$ cat src/rtl/spi_pkg.sv
// Shared types and sizing helpers for the SPI frame slave.
package spi_pkg;

    typedef enum logic [1:0] {StIdle, StShift, StDone} state_e;

    localparam int unsigned DEFAULT_WORD_W    = 32;
    localparam int unsigned DEFAULT_NUM_WORDS = 2;

    function automatic int unsigned frame_bits(input int unsigned word_w,
                                               input int unsigned num_words);
        return word_w * num_words;
    endfunction

endpackage

$ cat src/rtl/sync2.sv
// Two-flop synchronizer for a single asynchronous input.
module sync2 #(
    parameter bit RESET_VAL = 1'b0
) (
    input  logic clk,
    input  logic reset,
    input  logic d,
    output logic q
);

    logic meta;

    always_ff @(posedge clk) begin
        if (reset) begin
            meta <= RESET_VAL;
            q    <= RESET_VAL;
        end else begin
            meta <= d;
            q    <= meta;
        end
    end

endmodule

$ cat src/rtl/spi_frame_slave.sv
// SPI slave that shifts fixed-length frames, double-buffers received frames and
// releases them to rx_data on a commit strobe.
module spi_frame_slave
    import spi_pkg::*;
#(
    parameter int unsigned WORD_W      = DEFAULT_WORD_W,
    parameter int unsigned NUM_WORDS   = DEFAULT_NUM_WORDS,
    parameter int unsigned SAMPLE_RISE = 0,
    localparam int unsigned FRAME_BITS = frame_bits(WORD_W, NUM_WORDS)
) (
    input  logic                  clk,
    input  logic                  reset,
    input  logic                  sck,
    input  logic                  cs_n,
    input  logic                  sdo,
    input  logic                  commit,
    input  logic [FRAME_BITS-1:0] tx_data,
    output logic                  sdi,
    output logic [FRAME_BITS-1:0] rx_data,
    output logic                  frame_done,
    output logic                  overrun,
    output logic                  frame_err
);

    localparam int unsigned CNT_W    = $clog2(FRAME_BITS + 1);
    localparam logic [CNT_W-1:0] LAST_BIT = CNT_W'(FRAME_BITS - 1);
    // sck idles on the level from which its first transition is a sample edge.
    localparam bit SCK_IDLE = (SAMPLE_RISE == 0);

    logic sck_s, cs_s, sdo_s, commit_s;
    logic sck_prev, cs_prev, commit_prev;
    logic sample_edge, shift_edge, cs_fall, cs_rise, commit_rise;

    state_e                state;
    logic [CNT_W-1:0]      cnt;
    logic [FRAME_BITS-1:0] rx_sr, tx_sr, pending, rx_next;
    logic                  pending_valid;

    sync2 #(.RESET_VAL(SCK_IDLE)) u_sync_sck (.clk(clk), .reset(reset), .d(sck),    .q(sck_s));
    sync2 #(.RESET_VAL(1'b1))     u_sync_cs  (.clk(clk), .reset(reset), .d(cs_n),   .q(cs_s));
    sync2 #(.RESET_VAL(1'b0))     u_sync_sdo (.clk(clk), .reset(reset), .d(sdo),    .q(sdo_s));
    sync2 #(.RESET_VAL(1'b0))     u_sync_cmt (.clk(clk), .reset(reset), .d(commit), .q(commit_s));

    always_comb begin
        sample_edge = (SAMPLE_RISE != 0) ? (sck_s & ~sck_prev) : (~sck_s & sck_prev);
        shift_edge  = (SAMPLE_RISE != 0) ? (~sck_s & sck_prev) : (sck_s & ~sck_prev);
        cs_fall     = cs_prev & ~cs_s;
        cs_rise     = ~cs_prev & cs_s;
        commit_rise = commit_s & ~commit_prev;
        rx_next     = {rx_sr[FRAME_BITS-2:0], sdo_s};
    end

    always_ff @(posedge clk) begin
        if (reset) begin
            sck_prev      <= SCK_IDLE;
            cs_prev       <= 1'b1;
            commit_prev   <= 1'b0;
            state         <= StIdle;
            cnt           <= '0;
            rx_sr         <= '0;
            tx_sr         <= '0;
            pending       <= '0;
            pending_valid <= 1'b0;
            sdi           <= 1'b0;
            rx_data       <= '0;
            frame_done    <= 1'b0;
            overrun       <= 1'b0;
            frame_err     <= 1'b0;
        end else begin
            sck_prev    <= sck_s;
            cs_prev     <= cs_s;
            commit_prev <= commit_s;
            frame_done  <= 1'b0;
            overrun     <= 1'b0;
            frame_err   <= 1'b0;

            // Commit reads the pre-update buffer; a same-cycle completion re-arms it below.
            if (commit_rise && pending_valid) begin
                rx_data       <= pending;
                pending_valid <= 1'b0;
            end

            unique case (state)
                StIdle: begin
                    sdi <= 1'b0;
                    if (cs_fall) begin
                        state <= StShift;
                        tx_sr <= tx_data;
                        sdi   <= tx_data[FRAME_BITS-1];
                        cnt   <= '0;
                        rx_sr <= '0;
                    end
                end
                StShift: begin
                    if (cs_rise) begin
                        state     <= StIdle;
                        sdi       <= 1'b0;
                        frame_err <= (cnt != '0);
                    end else if (sample_edge) begin
                        rx_sr <= rx_next;
                        cnt   <= cnt + CNT_W'(1);
                        if (cnt == LAST_BIT) begin
                            pending       <= rx_next;
                            pending_valid <= 1'b1;
                            frame_done    <= 1'b1;
                            overrun       <= pending_valid & ~commit_rise;
                            state         <= StDone;
                            sdi           <= 1'b0;
                        end
                    end else if (shift_edge) begin
                        tx_sr <= tx_sr << 1;
                        sdi   <= tx_sr[FRAME_BITS-2];
                    end
                end
                StDone: begin
                    sdi <= 1'b0;
                    if (cs_rise) begin
                        state <= StIdle;
                    end
                end
                default: state <= StIdle;
            endcase
        end
    end

endmodule

$ cat config.mk
export PLATFORM = sky130hd
export DESIGN_NAME = spi_frame_slave
export DESIGN_NICKNAME = d
export VERILOG_FILES = /design/src/rtl/spi_pkg.sv /design/src/rtl/sync2.sv /design/src/rtl/spi_frame_slave.sv
export SDC_FILE = /design/constraint.sdc
export NUM_CORES = 1
export LEC_CHECK = 0
export CORE_UTILIZATION = 52
export CTS_BUF_LIST = sky130_fd_sc_hd__clkbuf_2 sky130_fd_sc_hd__clkbuf_4 sky130_fd_sc_hd__clkbuf_8
export CTS_CLUSTER_DIAMETER = 80
export CTS_CLUSTER_SIZE = 24
export DETAILED_ROUTE_END_ITERATION = 8
export GPL_TIMING_DRIVEN = 0
export PLACE_DENSITY_LB_ADDON = 0.3
export SLEW_MARGIN = 20
export SYNTH_ARGS = -nofsm -noshare
export SYNTH_HDL_FRONTEND = slang
export SYNTH_SLANG_ARGS = --single-unit
$ cat constraint.sdc
create_clock -name clk -period 2.2 [get_ports clk]
set_input_delay 0.44 -clock clk [delete_from_list [all_inputs] [get_ports clk]]
set_output_delay 0.44 -clock clk [all_outputs]
set_load 0.01 [all_outputs]
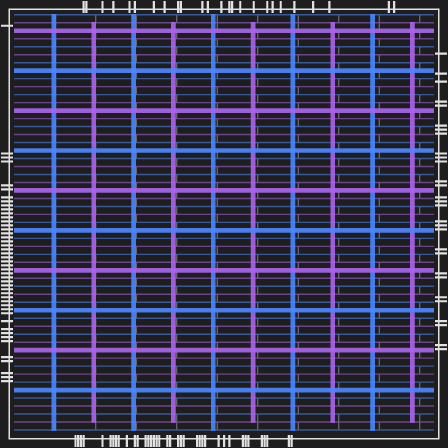
run_1/pdn.png
Pins as bars on the die edge. Tap cells in grey.
colour	net
blue	VSS
purple	VDD
met4 straps	10
met1 rails	53
VDD IR max: 0.671 mV
Die Span X: 146 um

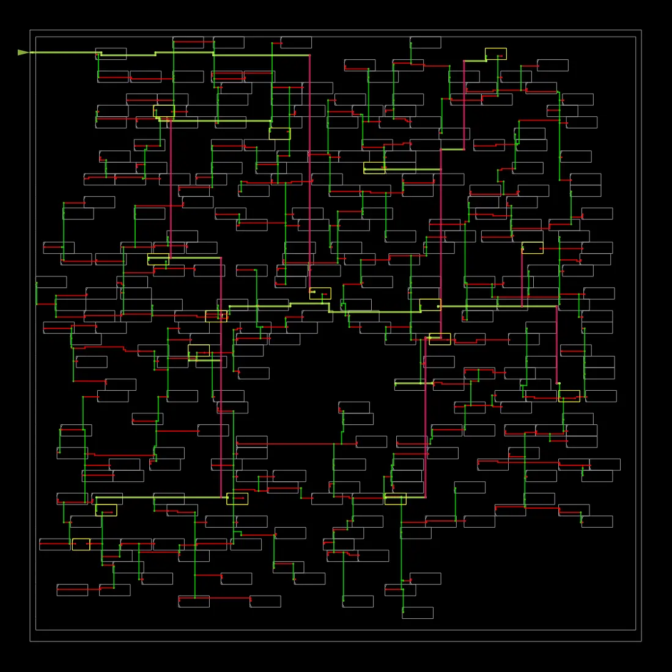
run_1/final_clocks.png
registers: 279
clk_skew: 0.0224 ns

==> summary.txt, run 1 <==
run metrics: post-synth cell types 44, area grow syn2layout 19.6%, CTS tree yes, stage-log warning count 31, CP max FO 10, MUX share of area under 10%, ys cells 1266, Placed Area 12500 sq um, Synthesized Nets approximately 1300, wire length on met2 11.0 mm, Remaining Overflow, GRT 0, xor+xnor area frac 0%, post-place setup slack -0.587 ns, per-cell routed wire length 14.4 um, Worst-path clk slew about 0.14 ns, fillers about 1700, Critical Path, Cell by Cell inv_1 > ha_2 > buf_6 > nor2b_1 > or4_1 > buf_6 > clkbuf_2 > nand3_1 > a21oi_1, TNS Setup 0 ns, post-placement cell count between 1500 and 2000, power density cells ~700 nW/um^2, crit start category flop, layout cell share with drive strength beyond 1 under 10%, Top FF cell, synth dfxtp_1, Slowest cell on crit path or4_1, status completed, Yosys top cell by area dfxtp_1, initial DRC count approximately 600, Slew @ Worst Pin 0.825 ns, largest net degree at the start of global routing 25, Top Layout Cells dfxtp_1, nand2_1, a21oi_1, yosys warning tally 0, number of global-route vias before repair 8490, routed length on met3 between 1 and 1.5 mm, dpl hpwl 17.1 mm, Critical Path RT between 2 and 3 ns, clock sink count between 200 and 300, Top-Level Pins ~140, Max-cap violations 0, Post-synth seq share just over 50%, Die ar. roughly 21000 sq um, top layer in use met4, post-route ant nets 0, Avg Inst Size Synth 8.49 sq um, FMAX approximately 470 MHz, Nets about 1500, Total Wirelength approximately 24 mm, max_slew headroom between 40 and 50%, Antenna Cells 0, CTS root buf clkbuf_8, Hold-fix buffers, CTS 0, Hold Vio Cnt, Final 0, Design Area, Final around 13000 sq um, logic area approximately 4700 sq um, Metal-1 WL approximately 12 mm, cell count after synthesis 1266, Hold Worst Slack about 0.43 ns, AND/OR/NAND/NOR Cells, Area Fraction 21.5%, Chip Area, Yosys ~11000 sq um, Async S/R FF share, synth 0%, fin cells ~1700, via count approximately 9000, top cells, area dfxtp_1, a21oi_1, nand2_1, most frequent CP cell buf_6, starting density of the core 53.1%, clk buf depth 3, drt pass-1 iters 5
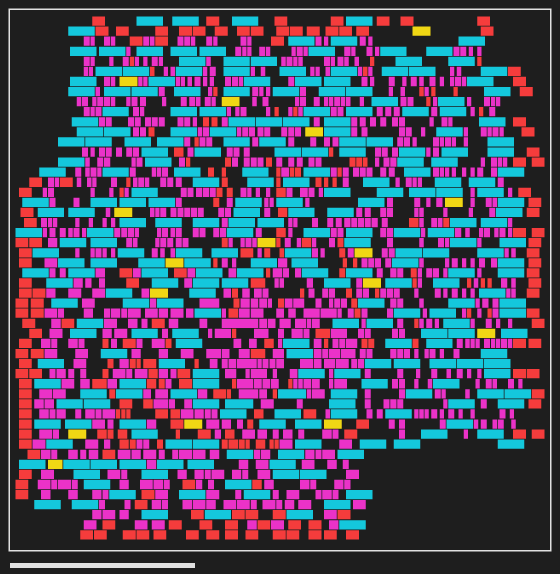
run_1/cell_classes.png
Bar = 50 um.
colour	class	cells	share of their area
cyan	flip-flops	279	45%
yellow	clock drivers and dummy loads	16	1.7%
magenta	all other logic	869	38%
red	other buffers and delay cells	260	16%
row count: 52
core footprint: 20200 sq um

## run 1: cell type report
class,count,area share (%)
buffer,117,4.48
clock buffer,15,1.61
clock inverter,1,0.0876
inverter,8,0.234
multi-input combinational,861,36.5
sequential,279,43.5
tap,270,2.63
timing repair buffer,143,11.0
## run 1: cells by family (layout without fill, tap and decap cells)
logic type,count (synthesis),after routing
buffers and inverters,126,284
AND/OR/NAND/NOR,512,512
AND-OR/OR-AND,273,273
flip-flops,279,279
adder cells (fa/ha/maj),8,8
multiplexers,68,68
## run 1: per-layer routing
layer  vias to the layer above  track usage [%]
met1                      4323             31.2
met5                         -                0
li1                       4682                -
met4                         0             5.47
met2                       211             35.7
met3                        37             4.14
## run 1: where the power goes
group | total (mW) | internal, mW | switching (mW) | leakage [nW]
Combinational | 1.59 | 0.704 | 0.885 | 1.76
Clock | 2.14 | 0.643 | 1.50 | 0.114
Sequential | 5.28 | 5.20 | 0.0815 | 2.26
## run 1: flip-flops by register name, indices dropped and copies added, names as in the netlist, 2 cells and up
name	count
pending	64
rx_data	64
rx_sr	63
tx_sr	63
cnt	7
state	2
## run 1: synthesized netlist by cell type (8+ instances only)
| cell type | instances |
|---|---|
| nand3_1 | 135 |
| nand2_1 | 263 |
| mux2i_1 | 67 |
| a21oi_1 | 199 |
| inv_1 | 8 |
| buf_1 | 10 |
| clkbuf_1 | 79 |
| a211oi_1 | 62 |
| buf_2 | 29 |
| nor2b_1 | 10 |
| dfxtp_1 | 279 |
| ha_1 | 8 |
| nor3_1 | 63 |
## run 1: final timing paths
| path | to | from | slack (ns) | cells past startpoint |
|---|---|---|---|---|
| min reg2reg | u_sync_cs.q | u_sync_cs.meta | 0.43 | 1 |
| max reg2reg | rx_sr[25] | state[1] | 0.08 | 9 |
| max | rx_sr[25] | state[1] | 0.08 | 9 |
| min | u_sync_cs.q | u_sync_cs.meta | 0.43 | 1 |
## run 1: worst max-delay path, delay by kind of cell (launching register included)
kind	cells	cell delay (ns)
buffers and inverters	4	0.56
adder cells (fa/ha/maj)	1	0.19
AND/OR/NAND/NOR	3	0.79
flip-flops	1	0.36
AND-OR/OR-AND	1	0.07
## run 1: timing repair
action	CTS	global route
gates resized	21	71
pin swaps	2	3
gates cloned	0	0
endpoints found under the setup margin	194	145
buffers inserted	5	1
run_1/clock_map.png
Bar = 50 um.
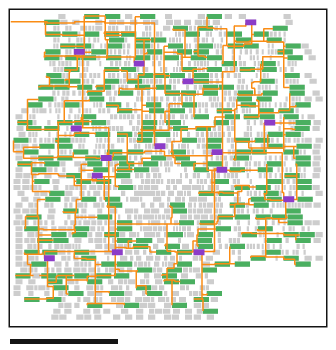

==> inputs of run 2 (changes only) <==
GPL_TIMING_DRIVEN = 1   (was 0)
clock period = 1.9 ns   (was 2.2 ns; I/O delays follow)
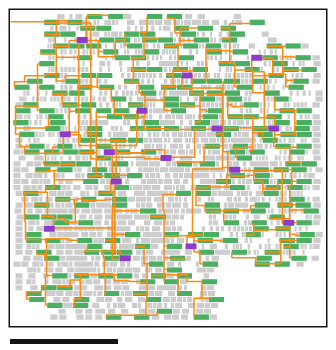
run_2/clock_map.png
Bar = 50 um.
[purple] cells driving clock nets | count: 15
[orange] clock wires | length: 2870 um
[green] flip-flops | count: 279
routed clock nets	16
flops lie	all over the die

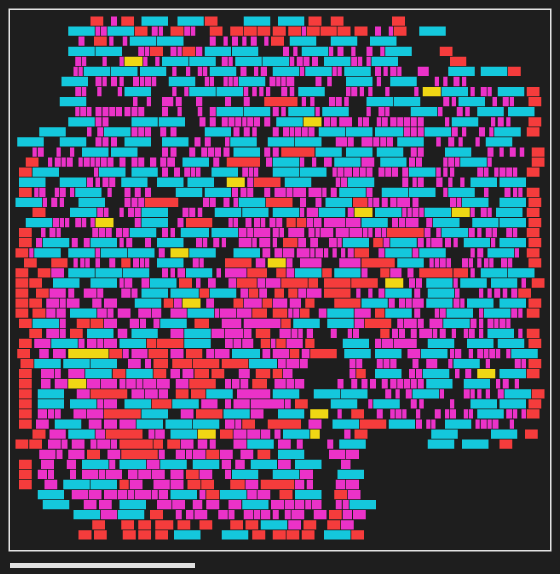
run_2/cell_classes.png
Bar = 50 um.
colour	class	cells	share of their area
magenta	all other logic	869	38%
yellow	clock drivers and dummy loads	17	1.8%
cyan	flip-flops	279	42%
red	other buffers and delay cells	216	19%

==> summary.txt, run 2 <==
run metrics: Synth top cells by count dfxtp_1, nand2_1, a21oi_1, nand3_1, clkbuf_1, min Tclk post-route 1.93 ns, Total Wirelength 25.7 mm (+5.0%), row count 52 (unchanged), post-placement cell count 1603 (-4.2%), post-route ant nets 0 (unchanged), number of global-route vias before repair 8283 (-2.4%), first-pass GRT wire length 40.1 mm, Top Layout Cells dfxtp_1, nand2_1, a21oi_1, AND/OR/NAND/NOR Cells, Area Fraction 21.5% (unchanged), Hold Vio Cnt, Final 0 (unchanged), CTS H-tree lvls 1, max_slew headroom 66.2% (+21 points), Chip Area, Yosys 10800 sq um (unchanged), drt pass-1 iters 5 (unchanged), Nets 1459 (-2.9%), Die Span X 146 um (unchanged), initial DRC count 566 (-5.7%), largest net degree at the start of global routing 73 (+190%), layout cell share with drive strength beyond 1 13.5% (+6.1 points), leakage power about 4.5 nW, dpl hpwl 14.2 mm (-17%), cycle use final 102%, flip-flops with a built-in enable 0, Final GP Congestion 0.773, Critical Path AT around 2.4 ns, post-synth cell types 44 (unchanged), via count 9247 (-0.065%), Slew @ Worst Pin 0.506 ns (-0.319 ns), status finished with violations, Synth flops 279, Power Total between 10 and 15 mW, CP Launch Point state[0], top cells, area dfxtp_1, a21oi_1, nand2_1, R2R cell count 8 (-1), xor+xnor area frac 0% (unchanged), Placed Area 12500 sq um (+0.63%), Avg Inst Size Synth 8.49 sq um (unchanged), Antenna Cells 0 (unchanged), largest stage delay on the critical path just over 0.6 ns, VDD IR max 0.725 mV (+8.1%), Top-Level Pins 138 (unchanged), Critical Path, Cell by Cell inv_2 > ha_4 > nor2b_4 > or4_4 > buf_6 > clkbuf_16 > nand3_1 > a21oi_1, clk_skew 0.0237 ns (+0.00126 ns), initial antenna violation count 0, MUX share of area 6.34% (unchanged), RR Endpoint rx_sr[55], Remaining Overflow, GRT 0 (unchanged), power density cells 801 nW/um^2 (+14%), HP Start reset, reg-to-reg setup timing slack -0.03 ns (-0.11 ns), Post-synth seq share 52.0% (unchanged), main kind of combinational logic by area simple AND/OR/NAND/NOR gates, DRC viols 0, Synth top cell by count dfxtp_1, Slew Viols, Final 0, routing usage on met2 36.1% (+0.31 points), Hold-fix buffers, CTS 0 (unchanged), starting density of the core 53.1% (unchanged), Design Area, Final 13800 sq um (+7.2%), Top FF cell, synth dfxtp_1, stage-log warning count 34 (+9.7%), Yosys top cell by area dfxtp_1, GRT met1 Usage 30.6% (-0.60 points), Die Height 146 um, fin util approximately 68%, M3 GR Usage 3.54% (-0.60 points), worst reg2reg path startpoint state[0], failing checks negative setup slack, GR peak layer met2, Setup-failing EPs final 26, Critical Path RT 2.33 ns (-0.26 ns), Slowest cell on crit path or4_4, Clk Latency, worst-skew pair 0.54 ns, vias per inst 5.60, crit start category flop, per-cell routed wire length 15.6 um (+7.7%), CP max FO 10 (unchanged), hold path cells 2 (+1), Synth Area in Compound Gates between 10% and 20%, WS Path Type reg -> reg, area grow syn2layout 28.2%, Die ar. 21300 sq um (unchanged), Total GRT Usage a little over a fifth, Largest regs pending x64, rx_data x64, CTS tree yes, Async S/R FF share, synth 0% (unchanged), clk buf depth 3 (unchanged), ys cells 1266 (unchanged), core footprint 20200 sq um (unchanged), worst setup margin -0.0294 ns, CTS root buf clkbuf_8, area share, top type roughly half, Synthesized Nets 1344 (unchanged), Port Buf Inserts ~140, Synth Area in Adders 0.931%, fin cells 1651 (-2.5%), cell count after synthesis 1266 (unchanged), Max-cap violations 0 (unchanged), Worst Hold Class in -> reg, Hold Path End commit_prev, FMAX 518 MHz (+9.7%), Post-Syn Area around 11000 sq um, RSZ-0062 raised after global routing true, total CTS buffers 15, Critical Path Sink Type flop, Worst-path clk slew 0.14 ns (about the same), clock sink count 279 (unchanged), most numerous logic cell after layout dfxtp_1, yosys warning tally 0 (unchanged)
-- run 2: cell counts after synthesis --
No cell type changed its count.
-- run 2: area by class of cell --
class	count	area [sq um]
timing repair buffer	216	2540
clock inverter	2	37.5
multi-input combinational	861	5040
sequential	279	5590
fill	1586	6450
tap	270	338
clock buffer	15	206
inverter	8	32.5
-- run 2: metal layers --
metal	vias to the layer above	share of wire, %
met2	235	48
met5	-	0
li1	4603	-
met1	4374	46
met3	35	5.0
met4	0	1.8
-- run 2: worst max-delay path by stage --
stage / endpoint / cells after the start
2_1_floorplan: tx_sr[10] / 8
3_3_place_gp: cnt[4] / 7
3_5_place_dp: cnt[4] / 7
4_1_cts: tx_sr[14] / 9
5_1_grt: tx_sr[13] / 9
6_report: rx_sr[55] / 8
-- run 2: kinds of logic (layout without fill, tap and decap cells) --
| group | count (synthesis) | count (layout) |
|---|---|---|
| AND/OR/NAND/NOR | 512 | 512 |
| flip-flops | 279 | 279 |
| AND-OR/OR-AND | 273 | 273 |
| buffers and inverters | 126 | 241 |
| multiplexers | 68 | 68 |
| adder cells (fa/ha/maj) | 8 | 8 |
-- run 2: repair_timing --
item / CTS / global route
resized: 34 / 83
setup buffers: 7 / 8
pin swaps: 8 / 50
gates cloned: 5 / 11
endpoints found under the setup margin: 134 / 187
-- run 2: worst max-delay path, delay by kind of cell, from the launching register on --
| kind | cells | cell delay (ns) |
|---|---|---|
| compound gates | 1 | 0.07 |
| fa+ha+maj | 1 | 0.17 |
| buf+inv | 3 | 0.38 |
| flops | 1 | 0.37 |
| simple gates | 3 | 0.83 |
-- run 2: metrics by stage --
step	worst slack (ns)	setup TNS (ns)	hold WS, ns
final	-0.0294	-0.306	0.343
after global routing	-0.131	-5.36	0.369
after CTS	-0.0523	-0.283	0.334
after detailed placement	-0.208	-10.65	0.396
after global placement	-0.126	-4.28	0.393
after floorplan	-0.0199	-1.18	0.389
-- run 2: power breakdown --
| part | internal [mW] | switching (mW) |
|---|---|---|
| Clock | 0.874 | 1.74 |
| Sequential | 6.02 | 0.103 |
| Combinational | 1.14 | 1.17 |
No activity file was given, so power comes from the tool's default toggle rates.
